<file path="config.mk">
export PLATFORM = sky130hd
export DESIGN_NAME = dut_test_seq
export DESIGN_NICKNAME = d
export VERILOG_FILES = /design/src/rtl/dut_test_seq.sv
export SDC_FILE = /design/constraint.sdc
export NUM_CORES = 1
export LEC_CHECK = 0
export CAP_MARGIN = 20
export CORE_MARGIN = 2
export CORE_UTILIZATION = 54
export DETAILED_ROUTE_END_ITERATION = 16
export PLACE_DENSITY = 0.84
export SETUP_SLACK_MARGIN = 0.05
export SLEW_MARGIN = 15
export SYNTH_ARGS = -nofsm -noshare
export SYNTH_HDL_FRONTEND = slang
export SYNTH_SLANG_ARGS = --single-unit
</file>
<file path="constraint.sdc">
create_clock -name clock -period 13.7 [get_ports clock]
set_clock_uncertainty 0.15 [all_clocks]
set_input_delay 2.74 -clock clock [delete_from_list [all_inputs] [get_ports clock]]
set_output_delay 2.74 -clock clock [all_outputs]
set_load 0.01 [all_outputs]
</file>
<file path="src/rtl/dut_test_seq.sv">
// Test-run sequencer: issues one SETUP_MUXES command, streams vectors from RAM to STIM_FIFO, waits for results.
// Optional watchdog enabled by defining DUT_TEST_SEQ_TIMEOUT_EN.
module dut_test_seq #(
   parameter int STF_WIDTH      = 24,
   parameter int CMD_EXT_WIDTH  = 8,
   parameter int DIF_WIDTH      = 32,
   parameter int ADDR_WIDTH     = 10,
   parameter int CNT_WIDTH      = 16,
   parameter int TIMEOUT_CYCLES = 4096
) (
   input  logic                  clock,
   input  logic                  reset,
   input  logic                  start,
   input  logic [STF_WIDTH-1:0]  cfg_mux,
   input  logic [ADDR_WIDTH-1:0] cfg_base,
   input  logic [CNT_WIDTH-1:0]  cfg_count,
   output logic                  busy,
   output logic                  done,
   output logic                  err,
   output logic [ADDR_WIDTH-1:0] vmem_addr,
   output logic                  vmem_rden,
   input  logic [STF_WIDTH-1:0]  vmem_q,
   output logic [DIF_WIDTH-1:0]  dififo_data,
   output logic                  dififo_wrreq,
   input  logic                  dififo_wrfull,
   output logic [STF_WIDTH-1:0]  sfifo_data,
   output logic                  sfifo_wrreq,
   input  logic                  sfifo_wrfull,
   input  logic                  res_tick
);

   localparam logic [CMD_EXT_WIDTH-1:0] CMD_SETUP_MUXES = CMD_EXT_WIDTH'(1);

   typedef enum logic [2:0] {S_IDLE, S_CFG, S_STREAM, S_DRAIN, S_FIN} state_t;

   state_t                r_state, w_next;
   logic [STF_WIDTH-1:0]  r_mux;
   logic [ADDR_WIDTH-1:0] r_addr;
   logic [CNT_WIDTH-1:0]  r_count, r_issued, r_written, r_results;
   logic                  r_pend;
   logic                  r_skid_vld;
   logic [STF_WIDTH-1:0]  r_skid_data;
   logic                  w_busy, w_rd, w_swr, w_tick, w_timeout, w_accept;
   logic [STF_WIDTH-1:0]  w_sdata;
   logic [DIF_WIDTH-1:0]  w_dif;

   always_comb begin
      w_busy   = (r_state == S_CFG) || (r_state == S_STREAM) || (r_state == S_DRAIN);
      w_accept = (r_state == S_IDLE) && start;
      // A read is only issued when its data is guaranteed a free slot (FIFO or skid).
      w_rd     = (r_state == S_STREAM) && (r_issued != r_count) && !sfifo_wrfull && !r_skid_vld;
      w_swr    = (r_state == S_STREAM) && (r_skid_vld || r_pend) && !sfifo_wrfull;
      w_tick   = res_tick && w_busy && (r_results != r_count);
      w_sdata  = '0;
      if (r_skid_vld)
         w_sdata = r_skid_data;
      else if (r_pend)
         w_sdata = vmem_q;
      w_dif    = '0;
      if (r_state == S_CFG) begin
         w_dif[STF_WIDTH-1:0]                 = r_mux;
         w_dif[DIF_WIDTH-1 -: CMD_EXT_WIDTH]  = CMD_SETUP_MUXES;
      end
   end

   always_comb begin
      w_next = r_state;
      case (r_state)
         S_IDLE:   if (start) w_next = S_CFG;
         S_CFG:    if (!dififo_wrfull) w_next = S_STREAM;
         S_STREAM: begin
            if (w_timeout)
               w_next = S_FIN;
            else if (r_written == r_count)
               w_next = (r_results == r_count) ? S_FIN : S_DRAIN;
         end
         S_DRAIN:  if (w_timeout || (r_results == r_count)) w_next = S_FIN;
         S_FIN:    w_next = S_IDLE;
         default:  w_next = S_IDLE;
      endcase
   end

   always_ff @(posedge clock or posedge reset) begin
      if (reset) begin
         r_state     <= S_IDLE;
         r_mux       <= '0;
         r_addr      <= '0;
         r_count     <= '0;
         r_issued    <= '0;
         r_written   <= '0;
         r_results   <= '0;
         r_pend      <= 1'b0;
         r_skid_vld  <= 1'b0;
         r_skid_data <= '0;
      end else begin
         r_state <= w_next;
         if (w_accept) begin
            r_mux      <= cfg_mux;
            r_addr     <= cfg_base;
            r_count    <= cfg_count;
            r_issued   <= '0;
            r_written  <= '0;
            r_results  <= '0;
            r_pend     <= 1'b0;
            r_skid_vld <= 1'b0;
         end else begin
            r_pend <= w_rd && !w_timeout;
            if (w_rd) begin
               r_addr   <= r_addr + 1'b1;
               r_issued <= r_issued + 1'b1;
            end
            if (w_swr)
               r_written <= r_written + 1'b1;
            if (w_tick)
               r_results <= r_results + 1'b1;
            if (w_timeout)
               r_skid_vld <= 1'b0;
            else if (r_skid_vld && w_swr)
               r_skid_vld <= 1'b0;
            else if (r_pend && sfifo_wrfull && (r_state == S_STREAM)) begin
               r_skid_vld  <= 1'b1;
               r_skid_data <= vmem_q;
            end
         end
      end
   end

`ifdef DUT_TEST_SEQ_TIMEOUT_EN
   localparam int WD_W = (TIMEOUT_CYCLES > 1) ? $clog2(TIMEOUT_CYCLES) : 1;

   logic [WD_W-1:0] r_wdog;
   logic            r_err;

   // Counts consecutive idle cycles; any result tick or vector write restarts it.
   assign w_timeout = ((r_state == S_STREAM) || (r_state == S_DRAIN)) && !res_tick && !w_swr &&
                      (r_wdog == WD_W'(TIMEOUT_CYCLES - 1));

   always_ff @(posedge clock or posedge reset) begin
      if (reset) begin
         r_wdog <= '0;
         r_err  <= 1'b0;
      end else begin
         if (w_accept)
            r_err <= 1'b0;
         else if (w_timeout)
            r_err <= 1'b1;
         if (((r_state == S_STREAM) || (r_state == S_DRAIN)) && !res_tick && !w_swr && !w_timeout)
            r_wdog <= r_wdog + 1'b1;
         else
            r_wdog <= '0;
      end
   end

   assign err = r_err;
`else
   assign w_timeout = 1'b0;
   assign err       = 1'b0;
`endif

   assign busy         = w_busy;
   assign done         = (r_state == S_FIN);
   assign vmem_addr    = r_addr;
   assign vmem_rden    = w_rd;
   assign dififo_data  = w_dif;
   assign dififo_wrreq = (r_state == S_CFG) && !dififo_wrfull;
   assign sfifo_data   = w_sdata;
   assign sfifo_wrreq  = w_swr;

endmodule

</file>
==> flow_summary.toml, run 1 <==
# generated from flow reports
[status]
status = "finished clean"

[run]
openroad.warnings = 26
drv_cap = 0

[cts]
postCtsSetupBuffers = 0
cts.sinks = 127
cts-root-buf = "clkbuf_16"
clk_path_buf_depth = 2
path_clk_slew_ns = 0.06
ctsHtreeMaxLevel = 4
cts_buffers = 17
insertion_delay_ns = 0.41
tritoncts = "built"
cts-resized-gates = 0
cts_hold_buf = 0

[power_and_ir_drop]
cellLeakagePower_nw = 4.09
switching_share_pct = 32.4
p_clk_share_pct = 32.7
power.switching_uw = 486
p_int_mw = 1.01
power.density_nw_per_um2 = 169
ir_drop_mv = 0.0839
total_power_mw = 1.50
pwr-share-comb_pct = 25.4
seqPwrFrac_pct = 41.9

[global_routing]
grt_pass1_wl_um = 28300
grt_util_met2_pct = 45.4
grt_max_degree = 81
grt.met3_usage_pct = 6.75
overflow = 0
track_usage_pct = 27.1
antenna_found_initial = 0
grt_use_met1_pct = 35.1
grt_pass1_vias = 5732
busiest_layer = "met2"

[synth]
ys_sh_simple_pct = 26.5
ys_cells = 738
adder_share_pct = 0.747
synthFlopType = "dfrtp_1"
synth_cell_type_count = 52
synth_warnings = 0
synth.avg_cell_area_um2 = 9.08
yosys_area_um2 = 6700
syn-instance-count = 738
synth_area_um2 = 6700
logic_family = "simple AND/OR/NAND/NOR gates"
xor_share_pct = 9.01
ys_ff = 127
ys_sh_aoi_pct = 6.01
edf_count = 0
async_flop_share_pct = 100
ys_seq_share_pct = 47.4
mux_share_pct = 6.59

[final_timing]
rsz0062_at_grt = "false"
max_slew_margin_pct = 41.9
timing.final.ws_setup_ns = 6.06
fin_crit_sh_pct = 55.7
whs_ns = 0.315
worstMarginPinSlew_ns = 0.872
period_minus_slack_ns = 7.64
setup_viol_count_final = 0
finalHoldViolCount = 0
finalSetupTns_ns = 0
clock.fmax_ghz = 0.131
slew_viol_final = 0

[floorplanning]
n_tap_cell = 168
pin_count = 152
die_area_um2 = 13300
placementRows = 40
core_um2 = 12100
die_h_um = 115
die_w_um = 115
core_util_floorplan_pct = 55.6

[setup_path]
worst-path-stages = 5
critPathCaptureType = "output port"
worstSetupPathType = "in2out"
cp-startpoint = "sfifo_wrfull"
cp_num_buf_inv = 3
max_stage_delay_ns = 0.60
worst_path_max_delay_cell = "clkdlybuf4s50_1"
cpMostUsedCell = "clkdlybuf4s50_1"
ff2ff_setup_slack_ns = 10.97
cp_cell_sequence = "clkdlybuf4s50_1 -> nor3_4 -> nand2_2 -> inv_2 -> clkdlybuf4s50_1"
r2r_cells = 7
cp_max_fo = 27
critPathTopFamily = "buffers and inverters"
endpoint = "vmem_rden"
reg2reg_from = "r_count[8]$_DFFE_PP0N_"
critPathArrivalTime_ns = 4.75
start_kind = "input port"
worstPathRequired_ns = 10.81
worstReg2RegEnd = "vmem_addr[6]$_DFFE_PP0P_"

[layout]
lay_top_cells = "nand2_1 (210), clkdlybuf4s50_1 (143), dfrtp_1 (127), xor2_1 (44), nor2_1 (35)"
buffers = 150
flops = 127
clkCellAreaFrac_pct = 7.23
drive_gt1_share_pct = 8.83
finalNonFillerCells = 1051
comb_area_share_pct = 37.4
nNetsFinal = 955
inverters = 7
final_util_pct = 73.7
nClkBuffers = 18
areaGrowthSynthToFinish_pct = 32.6
mostFrequentLayoutCell = "nand2_1"
largestClassByArea = "logic gates"
register_area_um2 = 3180
diodes = 0
final_area_um2 = 8890
buf_share_pct = 17.0
logic_gate_count = 568
logic_area_um2 = 3320

[hold_path]
hold_path_depth = 2
hold_start = "r_mux[6]$_DFFE_PP0N_"
hold_path.class = "reg2reg"
holdPathEnd = "r_mux[6]$_DFFE_PP0N_"

[placement]
portBuffers = 143
routabilityCongestion = 0.886
hpwl_um = 11300
dp_slack_ns = 6.07
place_area_um2 = 8210
dp_cells = 1018

[detailed_routing]
via_count = 5776
wl_met3_um = 1180
ant_nets = 0
remaining_drc_errors = 0
wl_met1_um = 7240
maxUsedRoutingLayer = "met4"
vias_per_cell = 5.50
met2_length_um = 8580
firstDrtPassIters = 5
first_iter_violations = 449
wirelength_um = 17200
wl_per_cell_um = 16.4
run 1: Yosys cell counts (3+ instances only):
| master | n | area, µm² |
|---|---|---|
| nor4_1 | 11 | 68.8 |
| xor2_1 | 44 | 385 |
| or2_2 | 3 | 18.8 |
| and3_1 | 12 | 75.1 |
| or3_1 | 5 | 31.3 |
| nand4_1 | 19 | 119 |
| o21ai_0 | 31 | 155 |
| dfrtp_1 | 127 | 3180 |
| clkbuf_1 | 25 | 93.8 |
| mux2i_1 | 16 | 160 |
| nand2_1 | 210 | 788 |
| mux2_2 | 25 | 282 |
| o31ai_1 | 4 | 30.0 |
| buf_4 | 9 | 67.6 |
| nor3b_1 | 3 | 22.5 |
| nor2_1 | 35 | 131 |
| nor3_1 | 9 | 45.0 |
| and2_1 | 28 | 175 |
| o211ai_1 | 6 | 45.0 |
| ha_1 | 4 | 50.1 |
| a21oi_1 | 9 | 45.0 |
| buf_2 | 6 | 30.0 |
| nand3_1 | 27 | 135 |
| and4_1 | 4 | 35.0 |
| inv_1 | 6 | 22.5 |
| xnor2_1 | 25 | 219 |
run 1: power by group through the flow:
stage | clock network [mW] | logic (mW) | registers (mW)
6_report | 0.491 | 0.380 | 0.628
5_1_grt | 0.517 | 0.428 | 0.642
4_1_cts | 0.498 | 0.381 | 0.623
3_5_place_dp | 0 | 0.374 | 0.628
3_3_place_gp | 0 | 0.354 | 0.618
2_1_floorplan | 0 | 0.256 | 0.583
run 1: registers in the layout, summed over array words and instances (netlist names):
name and flops:
r_written 16, r_count 16, r_issued 16, r_state 3
r_pend 1, r_results 16, vmem_addr 10, r_skid_vld 1
r_mux 24, r_skid_data 24
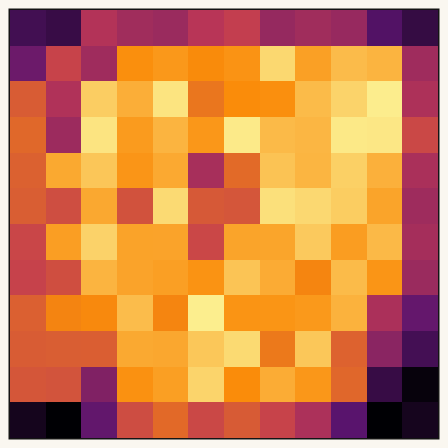
*Placement density heat map, run 1*
12 x 12 tiles, from black (low) to pale yellow (high), 0 to 100% covered.
emptiest ninth of the die: lower right
tiles over 75% full: 49%
fullest tile: 96%

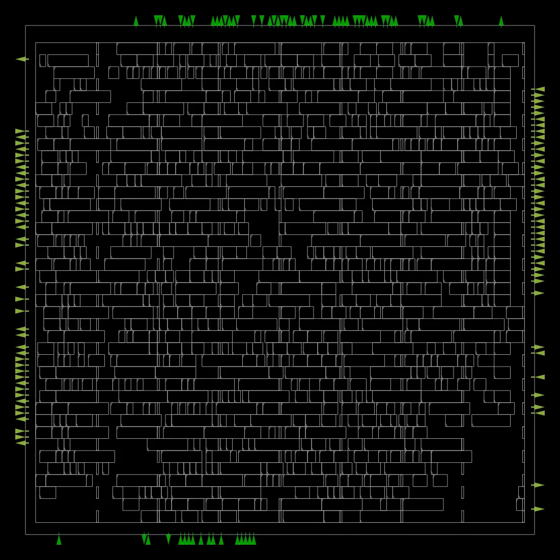
*Cell outlines without signal wires, run 1*
register share of the cell area: 35.7%
fill count: 870

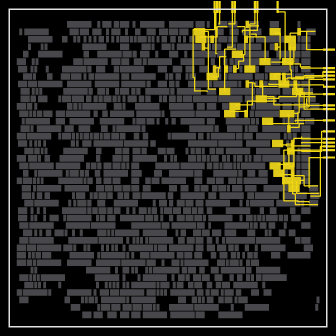
*Nets reached from selected ports, run 1*
legend:
  yellow:
    port: vmem_q
    bits: 24
    direction: input
    end_cells: 48
    buffers: 24
    wire: 843 µm

### Gate families picked out, run 1

Scale bar: 20 µm.
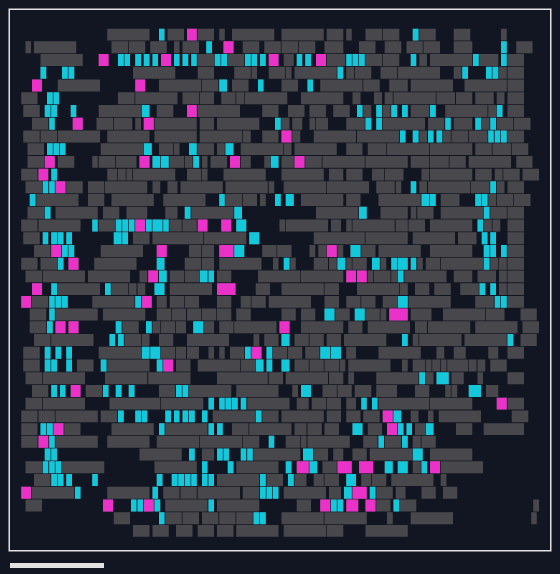

==> inputs of run 2 (changes only) <==
CORE_UTILIZATION = 51   (was 54)
PLACE_DENSITY = 0.8   (was 0.84)
clock period = 7.6 ns   (was 13.7 ns; I/O delays follow)
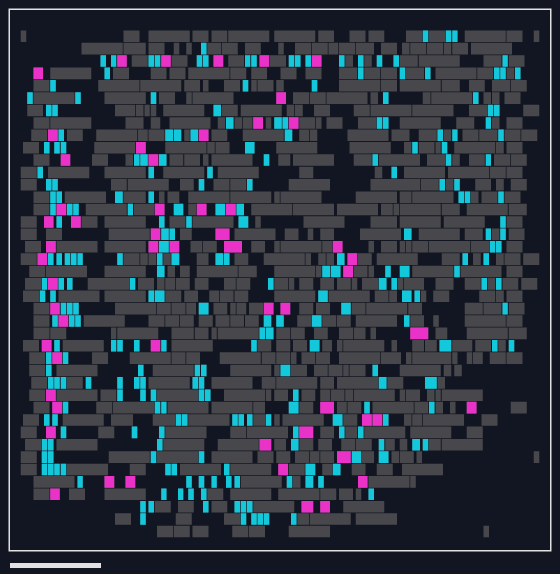
*Gate families picked out, run 2*
Scale bar: 20 µm.
legend:
  cyan:
    family: NAND gates
    cells: 259
    most_used: nand2_1
    where: spread over the die
  magenta:
    family: AND and OR gates
    cells: 56
    most_used: and2_1

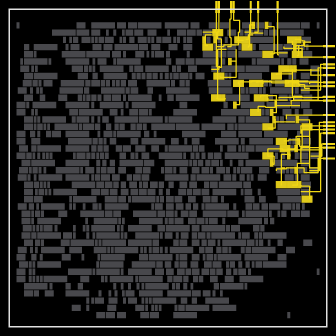
*Nets reached from selected ports, run 2*
legend:
  yellow:
    port: vmem_q
    bits: 24
    direction: input
    end_cells: 48
    buffers: 24
    wire: 803 µm

==> flow_summary.toml, run 2 <==
# generated from flow reports
[final_timing]
clock.fmax_ghz = 0.193
fin_crit_sh_pct = 68.3
whs_ns = 0.314
rsz0062_at_grt = "false"
worstMarginPinSlew_ns = 0.949
slew_viol_final = 0
finalSetupTns_ns = 0
period_minus_slack_ns = 5.19
timing.final.ws_setup_ns = 2.41

[global_routing]
grt_pass1_vias = 5692
track_usage_pct = 24.7
grt_pass1_wl_um = 27900
overflow = 0
grt_max_degree = 80

[detailed_routing]
wl_per_cell_um = 15.9
firstDrtPassIters = 5
wirelength_um = 16800
ant_nets = 0
remaining_drc_errors = 0

[placement]
dp_cells = 1022
dp_slack_ns = 2.44
routabilityCongestion = 0.865

[synth]
ys_sh_simple_pct = 26.5
yosys.area.top_type = "dfrtp_1"
most_common_cell = "nand2_1"
synth_area_um2 = 6700
synth_cell_type_count = 52
synth_warnings = 0
ys_sh_aoi_pct = 6.01
synthFlopType = "dfrtp_1"
mux_share_pct = 6.59

[floorplanning]
die_h_um = 119

[cts]
cts-resized-gates = 0
clk_path_buf_depth = 2
insertion_delay_ns = 0.42
path_clk_slew_ns = 0.05
cts-root-buf = "clkbuf_16"
cts_hold_buf = 0
cts.sinks = 127

[setup_path]
worstPathRequired_ns = 5.93
critPathArrivalTime_ns = 3.52
critPathCaptureType = "output port"

[power_and_ir_drop]
switching_share_pct = 32.7
power.switching_uw = 842
pg_comb_uw = 677
power-top-group = "registers"
power.density_nw_per_um2 = 293
seqPwrFrac_pct = 43.7
p_int_mw = 1.73
powerSeq_mw = 1.13
p_clk_share_pct = 30.0

[run]
openroad.warnings = 26

[layout]
logic_area_um2 = 3320
areaGrowthSynthToFinish_pct = 31.3
fillCellCount = 990
diodes = 0
top_regs = "r_mux (24), r_skid_data (24)"
drive_gt1_share_pct = 8.48
nNetsFinal = 955

[status]
status = "finished clean"
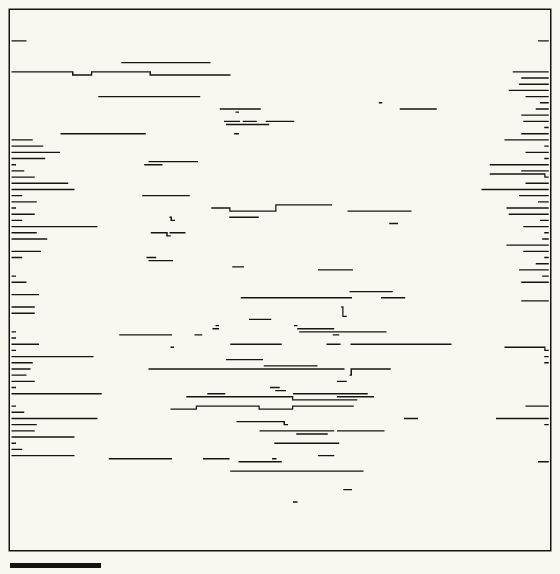
*Metal 3, run 2*
Scale bar: 20 µm.
wire length on this layer: 1170 µm
share of all routed wire: 7.0%
main direction: horizontal
nets with wire on the layer: 132
longest straight run: 42.8 µm

-- run 2: cell type report --
class,instances,share of cell area (%)
well taps,172,2.45
clock buffers,27,5.83
multi-input cells,568,37.7
inverters,7,0.327
flip-flops and latches,127,36.1
clock inverters,5,0.597
repair buffers,150,16.9
-- run 2: worst paths after layout --
path	to	slack (ns)	cells past startpoint
worst min-delay path	r_mux[0]$_DFFE_PP0N_	0.31	2
worst min register to register	r_mux[0]$_DFFE_PP0N_	0.31	2
max in group asynchronous	r_issued[9]$_DFFE_PP0P_	4.51	3
min in group asynchronous	r_mux[4]$_DFFE_PP0N_	1.40	2
worst max-delay path	vmem_rden	2.41	5
worst max register to register	vmem_addr[4]$_DFFE_PP0P_	4.88	7
-- run 2: routing by layer --
layer | up-vias | part of all wire [%] | GRT usage (%)
met1 | 2761 | 43 | 31.5
met4 | 0 | 1.9 | 8.11
met3 | 30 | 7.0 | 6.85
li1 | 2739 | - | -
met5 | - | 0 | 0
met2 | 218 | 48 | 40.6
-- run 2: cell families (layout without fill, tap and decap cells) --
logic type / Yosys count / after routing
DFF: 127 / 127
buffers and inverters: 50 / 189
and+or+nand+nor: 381 / 381
AOI/OAI and AO/OA: 65 / 65
other: 1 / 8
xor gates and xnor gates: 69 / 69
muxes: 41 / 41
adders and majority gates: 4 / 4
-- run 2: metrics by stage --
stage	utilization, %	instance area [µm²]	total power, mW
floorplan	-	6730	1.51
global placement	64.6	8210	1.75
detailed placement	64.6	8210	1.79
CTS	69.0	8780	2.58
global route	69.2	8800	2.73
finish	69.2	8800	2.58
-- run 2: worst max-delay path: stages --
cell and delay (ns):
clkdlybuf4s50_1 0.49, nor3_4 0.28, nand2_2 0.33, inv_2 0.30, clkdlybuf4s50_1 0.59
### Cell outlines without signal wires, run 2

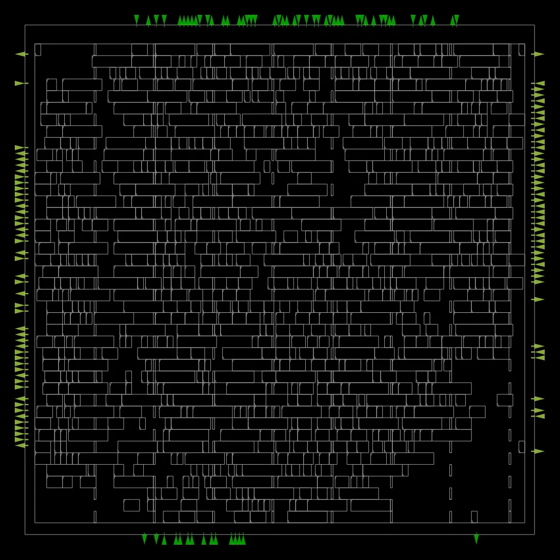

==> inputs of run 3 (changes only) <==
clock period = 5.35 ns   (was 7.6 ns; I/O delays follow)
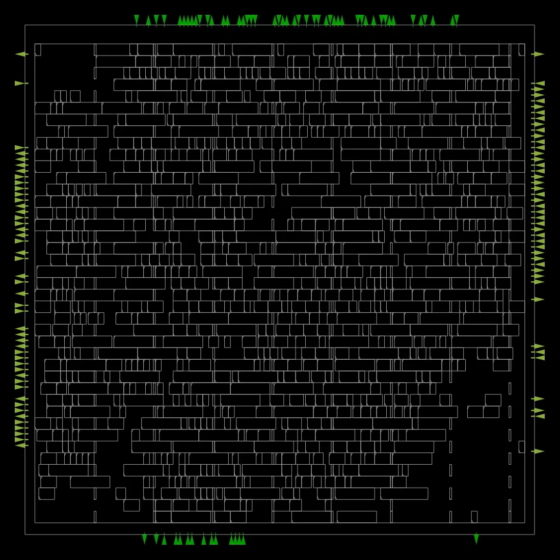
*Cell outlines without signal wires, run 3*
fin util: 69.6%
n_taps: 172
number of cell rows: 41
non-filler cells, final: 1056
register share of the cell area: 35.9%

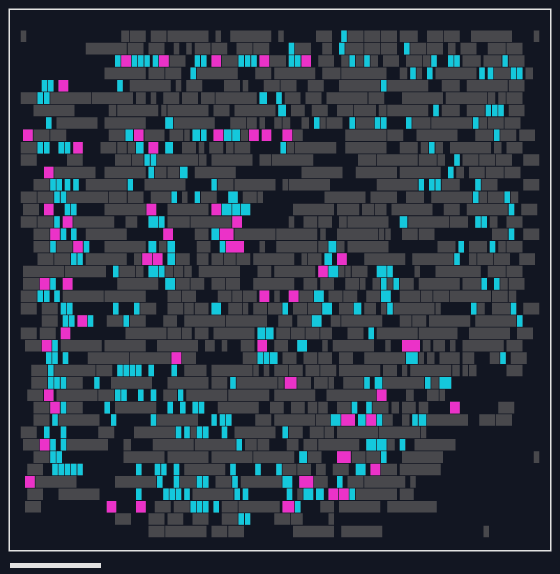
*Gate families picked out, run 3*
Scale bar: 20 µm.
combinational share of cell area: 37.5%
Top cell excl fill/tap: nand2_1

==> flow_summary.toml, run 3 <==
# generated from flow reports
[global_routing]
antenna_found_initial = 0
grt_max_degree = 84
track_usage_pct = 24.1
grt_pass1_wl_um = 27200
overflow = 0
grt_pass1_vias = 5524

[power_and_ir_drop]
powerSeq_mw = 1.60
power.switching_mw = 1.19
cellLeakagePower_nw = 4.08
power-top-group = "registers"
power.density_nw_per_um2 = 416
ir_drop_mv = 0.258
switching_share_pct = 32.3
total_power_mw = 3.69
clk-power_mw = 1.13
pg_comb_uw = 960
p_int_mw = 2.50
seqPwrFrac_pct = 43.4
p_clk_share_pct = 30.5

[detailed_routing]
ant_nets = 0
via_count = 5679
wirelength_um = 16600
wl_per_cell_um = 15.7
remaining_drc_errors = 0
firstDrtPassIters = 5

[final_timing]
worstMarginPinSlew_ns = 1.06
finalSetupTns_ns = 0
fin_crit_sh_pct = 79.8
clock.fmax_ghz = 0.234
slew_viol_final = 0
setup_viol_count_final = 0
period_minus_slack_ns = 4.27
timing.final.ws_setup_ns = 1.08
rsz0062_at_grt = "false"

[cts]
insertion_delay_ns = 0.42
cts_hold_buf = 0
cts-root-buf = "clkbuf_16"
postCtsSetupBuffers = 0
path_clk_slew_ns = 0.05
ctsHtreeMaxLevel = 4
cts.sinks = 127
cts-resized-gates = 0
clk_path_buf_depth = 2

[synth]
ys_sh_simple_pct = 26.5
synth_cell_type_count = 52
edf_count = 0
mux_share_pct = 6.59
synth_area_um2 = 6700
synth_warnings = 0
topCellsByArea = "dfrtp_1 (47%), nand2_1 (12%), xor2_1 (5.7%)"
yosys.area.top_type = "dfrtp_1"
ys_sh_aoi_pct = 6.01
xor_share_pct = 9.01
ys_ff = 127
most_common_cell = "nand2_1"
synthFlopType = "dfrtp_1"

[setup_path]
cp_cell_sequence = "clkdlybuf4s50_1 -> nor3_4 -> nand2_2 -> inv_2 -> clkdlybuf4s50_1"
worst_path_max_delay_cell = "clkdlybuf4s50_1"
critPathArrivalTime_ns = 3.05
cpMostUsedCell = "clkdlybuf4s50_1"
critPathCaptureType = "output port"
max_stage_delay_ns = 0.60
worstPathRequired_ns = 4.13

[layout]
top_regs = "r_mux (24), r_skid_data (24)"
nNetsFinal = 957
diodes = 0
drive_gt1_share_pct = 8.71
areaGrowthSynthToFinish_pct = 32.1

[floorplanning]
die_h_um = 119
die_area_um2 = 14100

[status]
status = "finished clean"

[placement]
dp_slack_ns = 1.09
routabilityCongestion = 0.879

[run]
openroad.warnings = 26
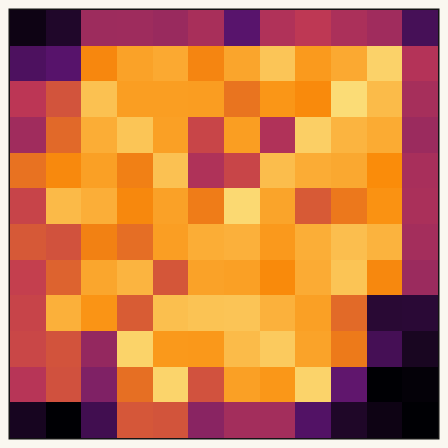
*Placement density heat map, run 3*
12 x 12 tiles, from black (low) to pale yellow (high), 0 to 100% covered.
Core Area: 12700 µm²
fp util: 52.7%

-- run 3: worst max-delay path: cells and delay by family --
kind	cells	cell delay, ns
AND/OR/NAND/NOR	2	0.58
buffers and inverters	3	1.39
-- run 3: kinds of logic after synthesis --
kind of cell,after synthesis
flip-flops,127
multiplexers,41
XOR/XNOR,69
AND/OR/NAND/NOR,381
adder cells (fa/ha/maj),4
AND-OR/OR-AND,65
buffers and inverters,50
other,1
-- run 3: per-stage QoR --
step / hold slack, ns / cells / cell area [µm²]
6_report: 0.318 / 1056 / 8860
5_1_grt: 0.335 / 1056 / 8860
4_1_cts: 0.324 / 1054 / 8800
3_5_place_dp: 0.310 / 1024 / 8230
3_3_place_gp: 0.299 / 1024 / 8230
2_1_floorplan: 0.287 / 745 / 6730
-- run 3: path summary, 6_finish.rpt --
check,startpoint,end,slack [ns],cells after the start
max reg2reg,r_count[2]$_DFFE_PP0N_,vmem_addr[6]$_DFFE_PP0P_,2.69,7
min reg2reg,r_mux[5]$_DFFE_PP0N_,r_mux[5]$_DFFE_PP0N_,0.32,2
min in group asynchronous,reset,r_skid_data[2]$_DFFE_PP0P_,0.84,2
min,r_mux[5]$_DFFE_PP0N_,r_mux[5]$_DFFE_PP0N_,0.32,2
max,sfifo_wrfull,vmem_rden,1.08,5
max in group asynchronous,reset,r_mux[0]$_DFFE_PP0N_,3.28,4
-- run 3: cell type report --
type	count	area, µm²
fillers	1017	3860
multi-input cells	568	3320
flip-flops and latches	127	3180
repair buffers	152	1540
clock buffers	24	492
well taps	172	215
clock inverters	6	82.6
inverters	7	28.8
-- run 3: layer usage --
metal  vias up  routed length (µm)  track usage [%]
met3        20                1060             6.66
li1       2740                   -                -
met1      2733                7210             30.4
met5         -                   0                0
met2       186                8120             39.9
met4         0                 240             7.96
Power figures rest on the tool's default switching activity, not on a simulated workload.
